**src/rtl/game_event_mailbox.sv**
```systemverilog
// Round-robin event mailbox: CHANNELS sources feed a FWFT FIFO drained by the CPU.
// Define GAME_EVT_TIMESTAMP_EN to stamp each word with a 16-bit cycle counter.
module game_event_mailbox #(
   parameter int CHANNELS  = 4,
   parameter int PAYLOAD_W = 8,
   parameter int DEPTH     = 8
) (
   input  logic                          clock,
   input  logic                          reset,
   input  logic [CHANNELS-1:0]           evt_valid,
   input  logic [CHANNELS*PAYLOAD_W-1:0] evt_payload,
   output logic [CHANNELS-1:0]           evt_ready,
   input  logic                          rd_en,
   output logic                          rd_valid,
   output logic [31:0]                   rd_data,
   output logic [8:0]                    count,
   output logic [7:0]                    stall_cnt,
   input  logic                          clear_stall
);

   localparam int AW = (DEPTH > 1) ? $clog2(DEPTH) : 1;

   logic [31:0]         mem [DEPTH];
   logic [AW-1:0]       wr_ptr;
   logic [AW-1:0]       rd_ptr;
   logic [3:0]          last_grant;
   logic [15:0]         stamp;
   logic                found;
   logic [3:0]          win;
   logic [11:0]         win_payload;
   logic [CHANNELS-1:0] win_onehot;
   logic                can_accept;
   logic                push;
   logic                pop;
   int                  best_d;
   int                  d;

   // Pick the valid channel closest after last_grant, wrapping modulo CHANNELS.
   always_comb begin
      best_d      = CHANNELS;
      d           = 0;
      win         = last_grant;
      win_payload = '0;
      win_onehot  = '0;
      for (int i = 0; i < CHANNELS; i++) begin
         d = i - int'(last_grant) - 1;
         if (d < 0) d = d + CHANNELS;
         if (evt_valid[i] && d < best_d) begin
            best_d        = d;
            win           = 4'(i);
            win_payload   = 12'(evt_payload[i*PAYLOAD_W +: PAYLOAD_W]);
            win_onehot    = '0;
            win_onehot[i] = 1'b1;
         end
      end
      found = (best_d < CHANNELS);
   end

   always_comb begin
      can_accept = (count < 9'(DEPTH)) || (rd_en && count != 9'd0);
      push       = reset && found && can_accept;
      pop        = reset && rd_en && count != 9'd0;
      evt_ready  = push ? win_onehot : '0;
      rd_valid   = (count != 9'd0);
      rd_data    = rd_valid ? mem[rd_ptr] : 32'd0;
   end

`ifdef GAME_EVT_TIMESTAMP_EN
   always_ff @(posedge clock) begin
      if (!reset) stamp <= 16'd0;
      else        stamp <= stamp + 16'd1;
   end
`else
   assign stamp = 16'd0;
`endif

   always_ff @(posedge clock) begin
      if (push) mem[wr_ptr] <= {stamp, win, win_payload};
   end

   always_ff @(posedge clock) begin
      if (!reset) begin
         wr_ptr     <= '0;
         rd_ptr     <= '0;
         count      <= 9'd0;
         last_grant <= 4'(CHANNELS - 1);
         stall_cnt  <= 8'd0;
      end else begin
         if (push) begin
            wr_ptr     <= wr_ptr + 1'b1;
            last_grant <= win;
         end
         if (pop) rd_ptr <= rd_ptr + 1'b1;
         count <= count + 9'(push) - 9'(pop);
         if (clear_stall)
            stall_cnt <= 8'd0;
         else if (|evt_valid && !push && stall_cnt != 8'hFF)
            stall_cnt <= stall_cnt + 8'd1;
      end
   end

endmodule
```
**config.mk**
```make
export PLATFORM = sky130hd
export DESIGN_NAME = game_event_mailbox
export DESIGN_NICKNAME = d
export VERILOG_FILES = /design/src/rtl/game_event_mailbox.sv
export SDC_FILE = /design/constraint.sdc
export NUM_CORES = 1
export LEC_CHECK = 0
export ABC_AREA = 1
export CORE_MARGIN = 5
export CORE_UTILIZATION = 40
export DETAILED_ROUTE_END_ITERATION = 8
export PLACE_DENSITY = 0.57
export SYNTH_ARGS = -nofsm -noshare
export SYNTH_HDL_FRONTEND = slang
export SYNTH_SLANG_ARGS = --single-unit
```
**constraint.sdc**
```tcl
create_clock -name clock -period 9.14 [get_ports clock]
set_input_delay 1.828 -clock clock [delete_from_list [all_inputs] [get_ports clock]]
set_output_delay 1.828 -clock clock [all_outputs]
set_load 0.01 [all_outputs]
```
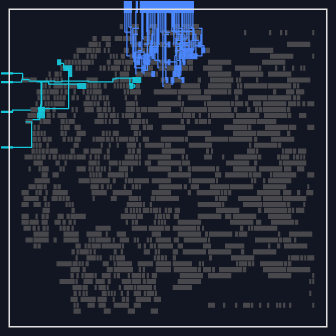
*Nets reached from selected ports*
blue -> evt_payload  # bits 32, direction input, edge north, end cells 32, buffers 32, wire 871 microns
cyan -> evt_valid  # bits 4, direction input, edge west, end cells 9, buffers 4, wire 208 microns
number of port buffers: 73
Boundary Pins: 94

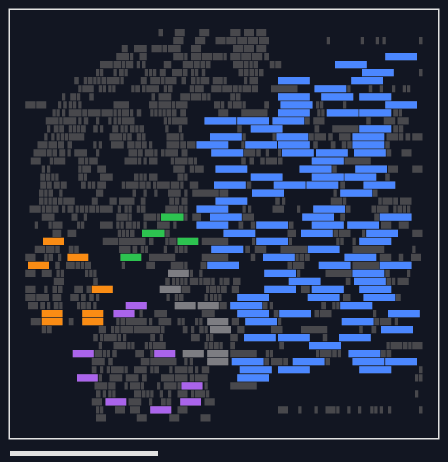
*Register map, names as in the netlist*
Bar = 50 microns.
green -> last_grant  # placed flops 4
orange -> stall_cnt  # placed flops 8
purple -> count  # placed flops 9
blue -> mem  # placed flops 96
not coloured = 9
sequential power: 0.973 mW
fraction of standard cell area that is sequential: 39.5%
FF/Latch Area: 3490 sq um
Final Util: 49.1%

==> impl_metrics.csv <==
group,metric,value,unit
worst_setup_path,r2r-end,"count[8]",
sta,setup_tns,0,ps
worst_setup_path,crit_path_start_kind,"primary input",
layout,nonClkBufAreaFrac,9.52,%
job,cap_violations,0,
power_and_ir_drop,clkPwrFrac,18.3,%
layout,combAreaFraction,38.0,%
global_route,grt_pass1_vias,5781,
synthesis,synthDistinctLibCells,43,
worst_setup_path,crit_fanout,23,
clock_network,numClockSinks,126,
worst_setup_path,critPathMaxStageDelay,500,ps
route,totalWireLength,18400,microns
sta,setup_violations,0,
place,place_hpwl,13000,microns
layout,top_register,"mem",
sta,max_freq,115,MHz
synthesis,synth-main-ff-cell,"edfxtp_1",
route,drt_iter0_drc,290,
power_and_ir_drop,power_density,398,nW/um^2
sta,rsz0062_at_grt,"yes",
synthesis,yosys_warnings,0,
clock_network,htreeDepth,4,
layout,nNonClkInverters,79,
worst_setup_path,timing_worst_setup_path_type,"primary input to output port",
floorplanning,fp.dieW,145,microns
synthesis,avgSynthCellArea,9.19,sq um
power_and_ir_drop,p_clk,0.643,mW
synthesis,simple_gate_share,20.3,%
worst_setup_path,reg2reg_from,"last_grant[1]",
floorplanning,core-area,18000,sq um
power_and_ir_drop,power.switching,1.53,mW
layout,largest_reg_flops,96,
global_route,grt-ovfl-total,0,
sta,slew_viol_final,0,
floorplanning,fp_util,40.6,%
sta,fin_hold_ws,458,ps
synthesis,syn_area,7290,sq um
worst_setup_path,cp-endpoint,"evt_ready[1]",
global_route,grt_max_degree,50,
synthesis,top_cell,"nand2_1",
clock_network,cts_max_path_buffers,2,
global_route,antenna_found_initial,0,
layout,syn_to_final_growth,21.0,%
clock_network,clk_pin_slew,60,ps
worst_setup_path,crit_path_end_kind,"output port",
route,drt_first_pass_iters,5,
layout,nClkBuffers,17,
worst_setup_path,cpMaxStageDelayCell,"clkdlybuf4s50_1",
power_and_ir_drop,leakagePower,3.67,nW
clock_network,cts-root-buf,"clkbuf_16",
sta,slew_headroom,20.2,%
synthesis,ys_seq_elements,126,
synthesis,largest_area_cell,"edfxtp_1",
sta,skew,8.98,ps
place,dp_cells,1082,
outcome,outcome,"finished, final reports clean",
route,wl_per_cell,16.5,microns
worst_setup_path,crit_top_cell,"nand2_1",
worst_setup_path,worst_ep_arrival_time,6880,ps
layout,nets,963,
layout,layout-drive-gt1-share,14.4,%
route,postRouteAntennaNets,0,
sta,period_needed,8710,ps
synthesis,synth_chip_area,7290,sq um
power_and_ir_drop,pwr-share-comb,54.0,%
layout,clk_share,6.36,%
worst_setup_path,crit_family,"simple AND/OR/NAND/NOR gates",
layout,n_fill_cell,1620,
worst_setup_path,crit_start,"evt_valid[0]",
layout,dominant_cells,"sequential cells",
power_and_ir_drop,internal-power,1.97,mW
floorplanning,die_h,145,microns
layout,finalNonFillerCells,1114,
sta,finalWorstSetupSlack,432,ps
synthesis,synth_seq_share,47.8,%
layout,nMultiInputCombCells,561,
worst_setup_path,path_depth,29,
synthesis,synthCells,793,
layout,antenna_cells,0,
clock_network,post_cts_buffers,0,
place,place_ws,-243,ps
global_route,grt_pass1_wl,29400,microns
synthesis,synthAoiAreaFrac,12.7,%
global_route,grt_use_total,17.3,%
synthesis,ys_sh_mux,0.154,%
## layout by cell type (no fill, tap or decap), types with 24 or more instances in the layout
cell type and count:
o221a_2 24, nand3_1 55, edfxtp_1 96, nand2_1 120, a21oi_1 29, dfxtp_1 28
nor2_1 91, clkdlybuf4s50_1 69, ha_1 48, inv_1 68, o21ai_0 62
## worst min-delay path: stages, from the launching register on
cell and delay, ps:
dfxtp_1 310, inv_1 50, a21oi_1 60
## routing by layer
layer / GRT usage [%] / share of wire, %
met4: 7.82 / 2.9
met3: 2.43 / 2.9
met1: 21.5 / 44
met2: 29.8 / 50
met5: 0 / 0
## timing repair
action,in CTS,in global routing
gates resized,9,17
cloned,0,0
endpoints found under the setup margin,4,6
Power figures rest on the tool's default switching activity, not on a simulated workload.
